### Cell sizes after repair

Scale bar: 50 µm.
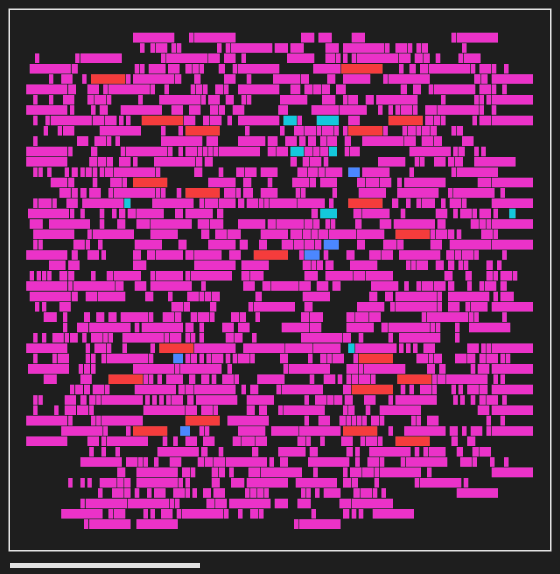
### M4 wires

Scale bar: 50 µm. Cells faint in the background.
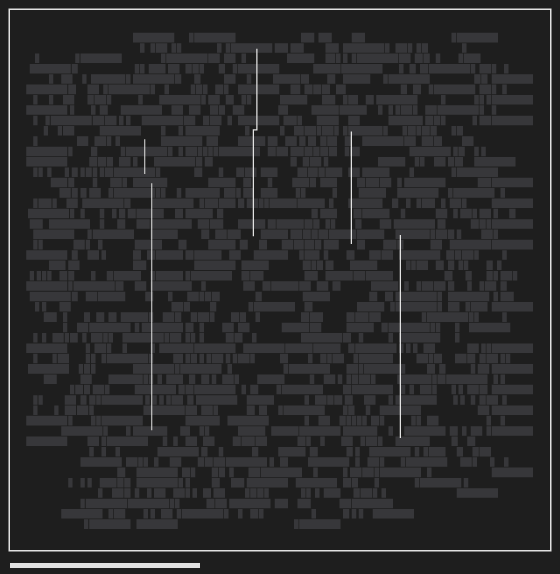
### The clock network

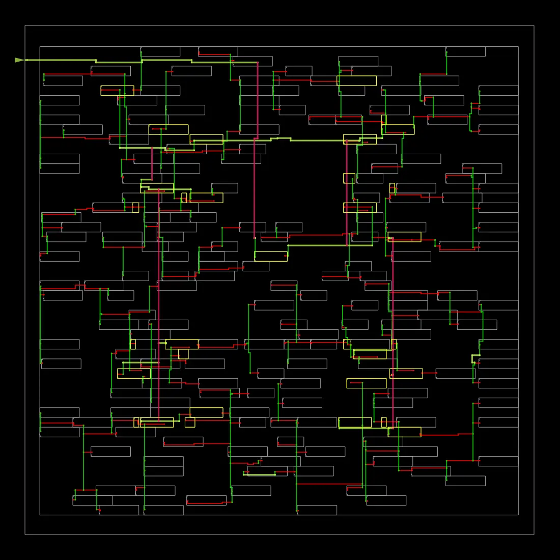
### Signal wires on met2

Cells faint in the background.
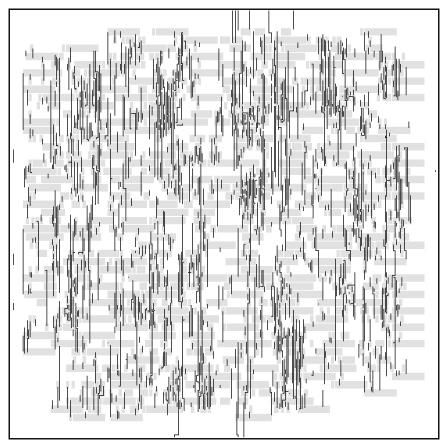
$ cat config.mk
export PLATFORM = sky130hd
export DESIGN_NAME = key_note_encoder
export DESIGN_NICKNAME = d
export VERILOG_FILES = /design/src/rtl/key_note_encoder.sv
export SDC_FILE = /design/constraint.sdc
export NUM_CORES = 1
export LEC_CHECK = 0
export ABC_AREA = 0
export CAP_MARGIN = 20
export CORE_MARGIN = 4
export CORE_UTILIZATION = 50
export CTS_CLUSTER_DIAMETER = 40
export DETAILED_ROUTE_END_ITERATION = 7
export PLACE_DENSITY = 0.64
export SYNTH_ARGS = -nofsm -noshare
export SYNTH_HDL_FRONTEND = slang
export SYNTH_SLANG_ARGS = --single-unit
$ cat constraint.sdc
create_clock -name clk -period 6.7 [get_ports clk]
set_clock_uncertainty 0.1 [all_clocks]
set_input_delay 1.005 -clock clk [delete_from_list [all_inputs] [get_ports clk]]
set_output_delay 1.005 -clock clk [all_outputs]
set_load 0.005 [all_outputs]
$ cat src/rtl/key_note_encoder.sv
// Piano key front end: synchronises and debounces the key and octave buttons, then
// encodes the held key to a note index with registered note_on/note_off pulses.
module key_note_encoder #(
  parameter int NUM_KEYS        = 7,
  parameter int NOTE_W          = 5,
  parameter int OCT_MAX         = 2,
  parameter int OCT_RESET       = 1,
  parameter int DEBOUNCE_CYCLES = 20000,
  parameter int MULTI_MODE      = 0,
  localparam int OCT_W          = (OCT_MAX > 0) ? $clog2(OCT_MAX + 1) : 1
) (
  input  logic                clk,
  input  logic                rst_n,
  input  logic [NUM_KEYS-1:0] key,
  input  logic                oct_up,
  input  logic                oct_down,
  output logic [NOTE_W-1:0]   note,
  output logic                note_on,
  output logic                note_off,
  output logic [OCT_W-1:0]    octave
);

  localparam int NIN   = NUM_KEYS + 2;
  localparam int CNT_W = (DEBOUNCE_CYCLES > 1) ? $clog2(DEBOUNCE_CYCLES) : 1;
  localparam logic [CNT_W-1:0] CNT_LAST = CNT_W'(DEBOUNCE_CYCLES - 1);

  if (OCT_RESET < 0 || OCT_RESET > OCT_MAX) begin : g_bad_oct_reset
    $error("key_note_encoder: OCT_RESET outside 0..OCT_MAX");
  end
  if (NUM_KEYS * (OCT_MAX + 1) >= (1 << NOTE_W)) begin : g_bad_note_w
    $error("key_note_encoder: NOTE_W too narrow for NUM_KEYS*(OCT_MAX+1)");
  end
  if (DEBOUNCE_CYCLES < 1) begin : g_bad_debounce
    $error("key_note_encoder: DEBOUNCE_CYCLES must be at least 1");
  end

  // Input bit layout: keys in the low bits, then octave-up, then octave-down.
  logic [NIN-1:0]      raw;
  logic [NIN-1:0]      sync_a;
  logic [NIN-1:0]      sync_b;
  logic [NIN-1:0]      deb;
  logic [CNT_W-1:0]    cnt [NIN];

  assign raw = {oct_down, oct_up, key};

  always_ff @(posedge clk) begin
    if (!rst_n) begin
      sync_a <= '0;
      sync_b <= '0;
    end else begin
      sync_a <= raw;
      sync_b <= sync_a;
    end
  end

  always_ff @(posedge clk) begin
    if (!rst_n) begin
      deb <= '0;
      for (int i = 0; i < NIN; i++) cnt[i] <= '0;
    end else begin
      for (int i = 0; i < NIN; i++) begin
        if (sync_b[i] == deb[i]) begin
          cnt[i] <= '0;
        end else if (cnt[i] == CNT_LAST) begin
          deb[i] <= sync_b[i];
          cnt[i] <= '0;
        end else begin
          cnt[i] <= cnt[i] + CNT_W'(1);
        end
      end
    end
  end

  logic [NUM_KEYS-1:0] deb_keys;
  logic                deb_up;
  logic                deb_down;

  assign deb_keys = deb[NUM_KEYS-1:0];
  assign deb_up   = deb[NUM_KEYS];
  assign deb_down = deb[NUM_KEYS+1];

  typedef enum logic {
    BTN_IDLE,
    BTN_HELD
  } btn_state_t;

  btn_state_t       up_state, up_state_nxt;
  btn_state_t       dn_state, dn_state_nxt;
  logic             up_rise;
  logic             dn_rise;
  logic [OCT_W-1:0] octave_nxt;

  always_ff @(posedge clk) begin
    if (!rst_n) begin
      up_state <= BTN_IDLE;
      dn_state <= BTN_IDLE;
      octave   <= OCT_W'(OCT_RESET);
    end else begin
      up_state <= up_state_nxt;
      dn_state <= dn_state_nxt;
      octave   <= octave_nxt;
    end
  end

  always_comb begin
    up_state_nxt = up_state;
    dn_state_nxt = dn_state;
    up_rise      = 1'b0;
    dn_rise      = 1'b0;
    octave_nxt   = octave;

    case (up_state)
      BTN_IDLE: if (deb_up) begin
        up_rise      = 1'b1;
        up_state_nxt = BTN_HELD;
      end
      BTN_HELD: if (!deb_up) up_state_nxt = BTN_IDLE;
      default:  up_state_nxt = BTN_IDLE;
    endcase

    case (dn_state)
      BTN_IDLE: if (deb_down) begin
        dn_rise      = 1'b1;
        dn_state_nxt = BTN_HELD;
      end
      BTN_HELD: if (!deb_down) dn_state_nxt = BTN_IDLE;
      default:  dn_state_nxt = BTN_IDLE;
    endcase

    // Simultaneous up and down presses cancel; both directions saturate.
    if (up_rise && !dn_rise && octave != OCT_W'(OCT_MAX)) begin
      octave_nxt = octave + OCT_W'(1);
    end else if (dn_rise && !up_rise && octave != '0) begin
      octave_nxt = octave - OCT_W'(1);
    end
  end

  logic [NUM_KEYS-1:0] deb_keys_d;
  logic                key_found;
  logic                key_multi;
  logic [NOTE_W-1:0]   key_idx;
  logic [NOTE_W-1:0]   note_enc;
  logic [NOTE_W-1:0]   note_nxt;

  always_comb begin
    key_found = 1'b0;
    key_multi = 1'b0;
    key_idx   = '0;
    for (int i = 0; i < NUM_KEYS; i++) begin
      if (deb_keys[i]) begin
        if (key_found) begin
          key_multi = 1'b1;
        end else begin
          key_found = 1'b1;
          key_idx   = NOTE_W'(i);
        end
      end
    end
  end

  always_comb begin
    note_enc = '0;
    if (key_found && !(key_multi && MULTI_MODE == 0)) begin
      note_enc = NOTE_W'(octave) * NOTE_W'(NUM_KEYS) + key_idx + NOTE_W'(1);
    end
  end

  // The note is re-evaluated only on a debounced key change, so an octave step
  // while a key is held leaves the sounding note untouched.
  assign note_nxt = (deb_keys != deb_keys_d) ? note_enc : note;

  always_ff @(posedge clk) begin
    if (!rst_n) begin
      deb_keys_d <= '0;
      note       <= '0;
      note_on    <= 1'b0;
      note_off   <= 1'b0;
    end else begin
      deb_keys_d <= deb_keys;
      note       <= note_nxt;
      note_on    <= (note_nxt != '0) && (note_nxt != note);
      note_off   <= (note_nxt == '0) && (note != '0);
    end
  end

endmodule

==> out/metrics.cfg <==
[grt]
pin_count_of_the_biggest_net_entering_global_routing = 57
via_count_of_the_first_global_routing_pass = 5727
top_usage_layer = met2

[finish]
area.share.sequential_pct = 47.6
regMostFlops = cnt
syn_to_final_growth_pct = 16.2

[synthesis]
synth.ff_latch_count = 180
post_synth_fa_ha_maj_area_fraction_pct = 2.88
synth_cells = 849
netlist.area_leader.share_pct = 45.2
synth.distinct_cells = 48
synth-seq-area-share_pct = 55.3

[clock_network]
cts.reportedPaths.clkPinSlew_ns = 0.06
postCtsHoldBufs = 0
cts_tree = built

[timing]
slew_viol_final = 0
tightest_slew_ns = 0.827
final.min_clock_period_ns = 3.32

[setup_path]
critical_path_arrival_ns = 3.52
worst_path_max_delay_cell = sky130_fd_sc_hd__fa_1
cp_data_required_time_ns = 6.90
critical_path_class = flip-flop to flip-flop
worstPathMaxFanout = 10
timing.critical_path.slowest_cell_delay_ns = 0.48
setup.worst_path.end = note_on
r2r_setup_slack_ns = 3.38

[detailed_routing]
drt_first_iter_violations = 266
wire_per_inst_um = 11.7
highest-signal-layer = met4

[outcome]
outcome = completed

[placement]
pre_cts_ws_ns = 3.39

[die]
die_y_um = 142

[worst_hold_path]
hold_path.class = flip-flop to flip-flop

-- 'Cell sizes after repair' (at the start) --
| size | colour | cells |
|---|---|---|
| _3 and _4 cells | blue | 5 |
| _6 and larger | red | 20 |
| _0 and _1 cells | magenta | 979 |
| _2 cells | cyan | 8 |

-- 'M4 wires' (at the start) --
share of all routed wire: 1.4%
main direction: vertical

-- 'The clock network' (at the start) --
clkbuf count: 21
cts bufs inserted: 17
Flops: 180
Clock Sinks: 180

-- 'Signal wires on met2' (at the start) --
share of all routed wire: 48%
main direction: vertical
nets with wire on the layer: 832
longest straight run: 55.1 µm
wire length on this layer: 6890 µm
total vias in the final route: 5924
met2 demand-to-capacity share in global routing: 25.8%
Final Routed Wirelength: 14500 µm

[through the flow]
stage / power [mW] / hold WS (ns) / area [µm²]
after global routing: 2.43 / 0.348 / 10400
after detailed placement: 1.38 / 0.322 / 9840
after global placement: 1.38 / 0.317 / 9840
after CTS: 2.37 / 0.336 / 10400
after floorplan: 1.35 / 0.312 / 9470
final: 2.34 / 0.333 / 10400
[power by group through the flow]
stage | clock network [mW] | logic (mW) | registers (mW)
global route | 1.06 | 0.0942 | 1.28
global placement | 0 | 0.0783 | 1.30
finish | 0.990 | 0.0805 | 1.27
CTS | 1.01 | 0.0793 | 1.27
detailed placement | 0 | 0.0784 | 1.30
floorplan | 0 | 0.0648 | 1.29
Power is estimated from default activity; no workload was simulated.
